floorplan.png
Pins as bars on the die edge. Tap cells in gray.
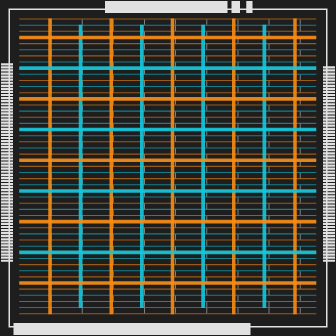
class_map.png
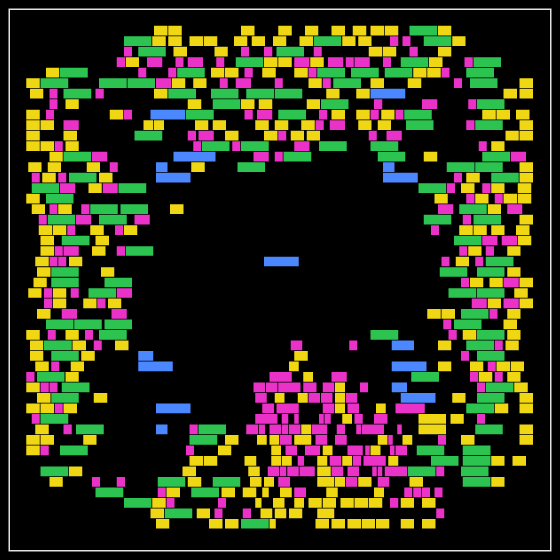
clock_wires.png
Scale bar: 50 um.
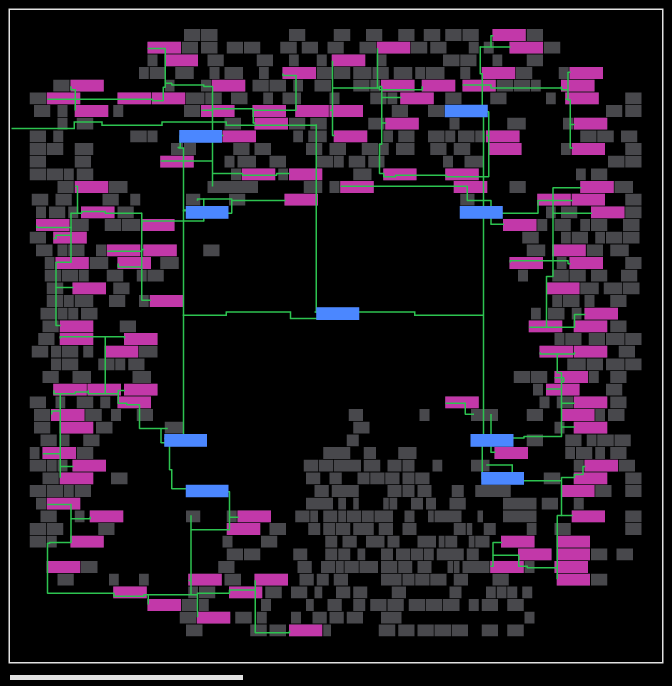
## src/rtl/ex_issue_stage_pkg.sv

```systemverilog
// Shared core definitions for the RV32 pipeline: datapath widths, result-source
// encodings, ALU op codes and a register-match helper used by hazard/forward logic.
package ex_issue_stage_pkg;

    localparam int XLEN = 32;
    localparam int REGW = 5;

    // Source of the value written back to rd.
    typedef enum logic [1:0] {
        RES_ALU  = 2'b00,
        RES_LOAD = 2'b01,
        RES_PC4  = 2'b10
    } resultsrc_e;

    // ALU op codes, shared with the ALU and its decoder.
    localparam logic [3:0] ALU_ADD  = 4'b0000;
    localparam logic [3:0] ALU_SUB  = 4'b0001;
    localparam logic [3:0] ALU_AND  = 4'b0010;
    localparam logic [3:0] ALU_OR   = 4'b0011;
    localparam logic [3:0] ALU_XOR  = 4'b0100;
    localparam logic [3:0] ALU_SLT  = 4'b0101;
    localparam logic [3:0] ALU_SLL  = 4'b0110;
    localparam logic [3:0] ALU_SRL  = 4'b0111;
    localparam logic [3:0] ALU_SRA  = 4'b1000;
    localparam logic [3:0] ALU_SLTU = 4'b1001;

    // True when a source index reads a destination; x0 never matches.
    function automatic logic reg_match(input logic [REGW-1:0] src,
                                       input logic [REGW-1:0] dst);
        return (src != '0) && (src == dst);
    endfunction

endpackage

```

## src/rtl/ex_issue_stage_fwd_mux.sv

```systemverilog
// Operand forward mux: picks the youngest in-flight producer of a source
// register (MEM over WB), falling back to the register-file value.
module fwd_mux
    import ex_issue_stage_pkg::reg_match;
#(
    parameter int XLEN = ex_issue_stage_pkg::XLEN,
    parameter int REGW = ex_issue_stage_pkg::REGW
) (
    input  logic [REGW-1:0] idx,
    input  logic [XLEN-1:0] reg_val,
    input  logic [REGW-1:0] mem_rd,
    input  logic            mem_regwrite,
    input  logic [XLEN-1:0] mem_aluresult,
    input  logic [REGW-1:0] wb_rd,
    input  logic            wb_regwrite,
    input  logic [XLEN-1:0] wb_result,
    output logic [XLEN-1:0] value
);

    // Select the operand source; MEM is younger than WB so it is checked first.
    always_comb begin
        // NOTE: default first so every path assigns value and no latch is inferred.
        value = reg_val;
        if (mem_regwrite && reg_match(idx, mem_rd)) begin
            value = mem_aluresult;
        end else if (wb_regwrite && reg_match(idx, wb_rd)) begin
            value = wb_result;
        end
    end

endmodule

```

## src/rtl/ex_issue_stage.sv

```systemverilog
// ID/EX pipeline register and EX operand selection for the five-stage RV32 core.
// Owns the load-use / RAW stall of decode and the flush bubble of the EX slot.
// Build option: define EX_FORWARD_EN to enable MEM/WB operand forwarding with a
// load-use-only stall; otherwise every RAW dependence stalls until the writer
// has left WB.
module ex_issue_stage
    import ex_issue_stage_pkg::reg_match;
    import ex_issue_stage_pkg::RES_LOAD;
#(
    parameter int XLEN = ex_issue_stage_pkg::XLEN,
    parameter int REGW = ex_issue_stage_pkg::REGW
) (
    input  logic            clk,
    input  logic            reset,
    input  logic            id_valid,
    output logic            id_ready,
    input  logic [REGW-1:0] id_rs1,
    input  logic [REGW-1:0] id_rs2,
    input  logic [REGW-1:0] id_rd,
    input  logic [XLEN-1:0] id_rd1,
    input  logic [XLEN-1:0] id_rd2,
    input  logic [XLEN-1:0] id_imm,
    input  logic            id_alusrc,
    input  logic [3:0]      id_alucontrol,
    input  logic            id_regwrite,
    input  logic [1:0]      id_resultsrc,
    input  logic            flush,
    input  logic [REGW-1:0] mem_rd,
    input  logic [REGW-1:0] wb_rd,
    input  logic            mem_regwrite,
    input  logic            wb_regwrite,
    input  logic [XLEN-1:0] mem_aluresult,
    input  logic [XLEN-1:0] wb_result,
    output logic            ex_valid,
    output logic [XLEN-1:0] SrcA,
    output logic [XLEN-1:0] SrcB,
    output logic [3:0]      ALUControl,
    output logic [XLEN-1:0] ex_wdata,
    output logic [REGW-1:0] ex_rd,
    output logic            ex_regwrite,
    output logic [1:0]      ex_resultsrc
);

    // Everything held in the EX slot; an all-zero value is a bubble.
    typedef struct packed {
        logic            valid;
        logic [REGW-1:0] rs1;
        logic [REGW-1:0] rs2;
        logic [REGW-1:0] rd;
        logic [XLEN-1:0] rd1;
        logic [XLEN-1:0] rd2;
        logic [XLEN-1:0] imm;
        logic            alusrc;
        logic [3:0]      alucontrol;
        logic            regwrite;
        logic [1:0]      resultsrc;
    } ex_reg_t;

    ex_reg_t         ex_q;
    logic            hazard;
    logic [XLEN-1:0] fwd_a;
    logic [XLEN-1:0] fwd_b;

    assign ex_valid     = ex_q.valid;
    assign ex_rd        = ex_q.rd;
    assign ex_resultsrc = ex_q.resultsrc;
    assign ex_regwrite  = ex_q.valid & ex_q.regwrite;
    assign ALUControl   = ex_q.alucontrol;

`ifdef EX_FORWARD_EN
    // Only a load in EX cannot be forwarded in time: stall decode one cycle.
    always_comb begin
        hazard = 1'b0;
        if (id_valid && ex_q.valid && (ex_q.resultsrc == RES_LOAD) &&
            (reg_match(id_rs1, ex_q.rd) || reg_match(id_rs2, ex_q.rd))) begin
            hazard = 1'b1;
        end
    end

    fwd_mux #(.XLEN(XLEN), .REGW(REGW)) u_fwd_a (
        .idx           (ex_q.rs1),
        .reg_val       (ex_q.rd1),
        .mem_rd        (mem_rd),
        .mem_regwrite  (mem_regwrite),
        .mem_aluresult (mem_aluresult),
        .wb_rd         (wb_rd),
        .wb_regwrite   (wb_regwrite),
        .wb_result     (wb_result),
        .value         (fwd_a)
    );

    fwd_mux #(.XLEN(XLEN), .REGW(REGW)) u_fwd_b (
        .idx           (ex_q.rs2),
        .reg_val       (ex_q.rd2),
        .mem_rd        (mem_rd),
        .mem_regwrite  (mem_regwrite),
        .mem_aluresult (mem_aluresult),
        .wb_rd         (wb_rd),
        .wb_regwrite   (wb_regwrite),
        .wb_result     (wb_result),
        .value         (fwd_b)
    );
`else
    // Without forwarding the registered indices and bypass data have no reader.
    logic unused_fwd;
    assign unused_fwd = ^{mem_aluresult, wb_result, ex_q.rs1, ex_q.rs2};

    // Stall while any live writer in EX, MEM or WB targets a source register.
    always_comb begin
        hazard = 1'b0;
        if (id_valid &&
            ((ex_regwrite  && (reg_match(id_rs1, ex_q.rd) || reg_match(id_rs2, ex_q.rd))) ||
             (mem_regwrite && (reg_match(id_rs1, mem_rd)  || reg_match(id_rs2, mem_rd)))  ||
             (wb_regwrite  && (reg_match(id_rs1, wb_rd)   || reg_match(id_rs2, wb_rd))))) begin
            hazard = 1'b1;
        end
    end

    assign fwd_a = ex_q.rd1;
    assign fwd_b = ex_q.rd2;
`endif

    assign id_ready = ~hazard;
    assign SrcA     = fwd_a;
    assign SrcB     = ex_q.alusrc ? ex_q.imm : fwd_b;
    assign ex_wdata = fwd_b;

    // EX slot register: reset and flush/stall load a bubble, otherwise capture decode.
    always_ff @(posedge clk) begin
        // NOTE: non-blocking assignments keep all state updating together at the edge.
        if (reset || flush || hazard) begin
            ex_q <= '0;
        end else begin
            ex_q.valid      <= id_valid;
            ex_q.rs1        <= id_rs1;
            ex_q.rs2        <= id_rs2;
            ex_q.rd         <= id_rd;
            ex_q.rd1        <= id_rd1;
            ex_q.rd2        <= id_rd2;
            ex_q.imm        <= id_imm;
            ex_q.alusrc     <= id_alusrc;
            ex_q.alucontrol <= id_alucontrol;
            ex_q.regwrite   <= id_regwrite;
            ex_q.resultsrc  <= id_resultsrc;
        end
    end

endmodule

```

## config.mk

```make
export PLATFORM = sky130hd
export DESIGN_NAME = ex_issue_stage
export DESIGN_NICKNAME = d
export VERILOG_FILES = /design/src/rtl/ex_issue_stage_pkg.sv /design/src/rtl/ex_issue_stage_fwd_mux.sv /design/src/rtl/ex_issue_stage.sv
export SDC_FILE = /design/constraint.sdc
export NUM_CORES = 1
export LEC_CHECK = 0
export CORE_MARGIN = 4
export CORE_UTILIZATION = 25
export DETAILED_ROUTE_END_ITERATION = 6
export PLACE_DENSITY = 0.6
export SLEW_MARGIN = 25
export SYNTH_ARGS = -nofsm -noshare
export SYNTH_HDL_FRONTEND = slang
export SYNTH_SLANG_ARGS = --single-unit
```

## constraint.sdc

```tcl
create_clock -name clk -period 3.1 [get_ports clk]
set_input_delay 0.775 -clock clk [delete_from_list [all_inputs] [get_ports clk]]
set_output_delay 0.775 -clock clk [all_outputs]
set_load 0.02 [all_outputs]
```

==> out/qor.yml <==
cells_and_area:
  layout.area.top_class: "non-clock buffers"
  area_delta_synth_final_pct: 61.9
  antenna_cells: 0
  nonClockInverterCount: 1
  final_cell_mix: "227 x clkdlybuf4s50_1, 110 x dfxtp_1, 110 x and2_1"
  drive_above_1_share: 0.161
  largest_reg_flops: 34
  seq_area_um2: 2200
  n_all_buffers: 272
  final_area_um2: 7050
  flops: 110
  sh_comb_area: 0.225
  logic_gates: 203
  seq_share: 0.312
  layout_top_cell: "clkdlybuf4s50_1"
  final_nets: 796
  final_core_util: 0.411
  final.clkbuf_count: 9
floorplanning:
  core_area_um2: 17200
  fp_util: 0.254
  die_w_um: 140
synthesis:
  synth-simple-area-share: 0.193
  ys_sh_aoi: 0.00919
  synth_flops: 110
  synthCells: 404
  yosys_warnings: 0
  ys_sh_xor: 0.0603
  top_area_frac: 0.505
  yosysTopAreaCell: "dfxtp_1"
  synth-area-yosys_um2: 4360
  edf_count: 0
  synthTopCellsByCount: "110 x and2_1, 110 x dfxtp_1, 75 x buf_4, 32 x mux2_2"
  mux_share: 0.0827
  synth_adder_area_share: 0
  synth_area_um2: 4360
job:
  log.warning_count: 90
  cap_violations: 0
sta:
  setup_slack_ns: 0.0379
  slew_headroom: 0.764
  rsz0062_at_grt: "false"
  period_needed_ns: 3.06
  hold_viol: 0
  tns_ns: 0
  worst_pin_slew_ns: 0.345
  max_freq_mhz: 327
route:
  highest_layer: "met4"
  drt_iter0_drc: 95
  routed_wl_um: 11300
  drc: 0
  vias: 3187
  wire_per_inst_um: 13.6
  wl_met2_um: 5580
  drt-pass1-iter-count: 4
  ant_nets: 0
  route.met3.wl_um: 1120
critical_path:
  cp_data_required_time_ns: 2.32
  endpoint_kind: "output pin"
  cp_max_fo: 3
grt:
  grt_max_degree: 63
  met2_usage: 0.198
  grt_pass1_wl_um: 18000
  first_global_vias: 3419
  antenna_found_initial: 0
  gr-usage-met3: 0.0478
placement:
  dpl_cell_area_um2: 6660
  hpwl_um: 8940
  io_buffers: 244
  dp_slack_ns: -0.694
  dp_cells: 809
clock_tree:
  cts_resized: 32
  cts_hold_buf: 0
  clock_path_buffers: 2
  cts_inserted_buffers: 9
  postCtsSetupBuffers: 2
  cts_tree: "built"
  cts.sinks: 110
  clk_latency_ns: 0.35
outcome:
  status: "finished clean"
power_and_ir_drop:
  power.density_nw_per_um2: 465
hold_path:
  hold_class: "reg -> reg"
Back to the opening pictures, floorplan.png:
Key: cyan = VDD; orange = VSS
9 straps on met5. 49 met1 rails follow the rows. 309 signal pins sit on the boundary. The core has 48 rows.

Back to the opening pictures, class_map.png:
Key: blue = clock drivers and dummy loads [cells 16]; yellow = remaining buffers and delay cells [cells 272]; magenta = remaining logic cells [cells 204]; green = registers [cells 110]

Back to the opening pictures, clock_wires.png:
Key: magenta = flip-flops [count 110]; blue = clock-net drivers [count 9]; green = clock wires [length 1340 um]
There are 10 routed clock nets. Position of the flops: widely spread.

==> power by group <==
group / internal (mW) / leakage, nW / switching (mW)
registers: 1.47 / 0.903 / 0.0226
clock network: 0.654 / 0.158 / 0.562
logic: 0.347 / 1.76 / 0.217
total: 2.48 / 2.82 / 0.802
==> worst paths after layout <==
check	from	end	depth (start not counted)
hold reg to reg	ex_q[2]	ex_valid	2
setup / recovery	id_rs2[2]	id_ready	7
hold / removal	ex_q[2]	ex_valid	2
setup reg to reg	ex_rd[4]	ex_wdata[10]	8
==> worst max-delay path: stages <==
cell and delay [ns]:
dlygate4sd2_1 0.27, buf_4 0.15, xor2_1 0.13, or4_4 0.55
a21oi_4 0.19, nor3_2 0.06, buf_4 0.15
Power figures rest on the tool's default switching activity, not on a simulated workload.
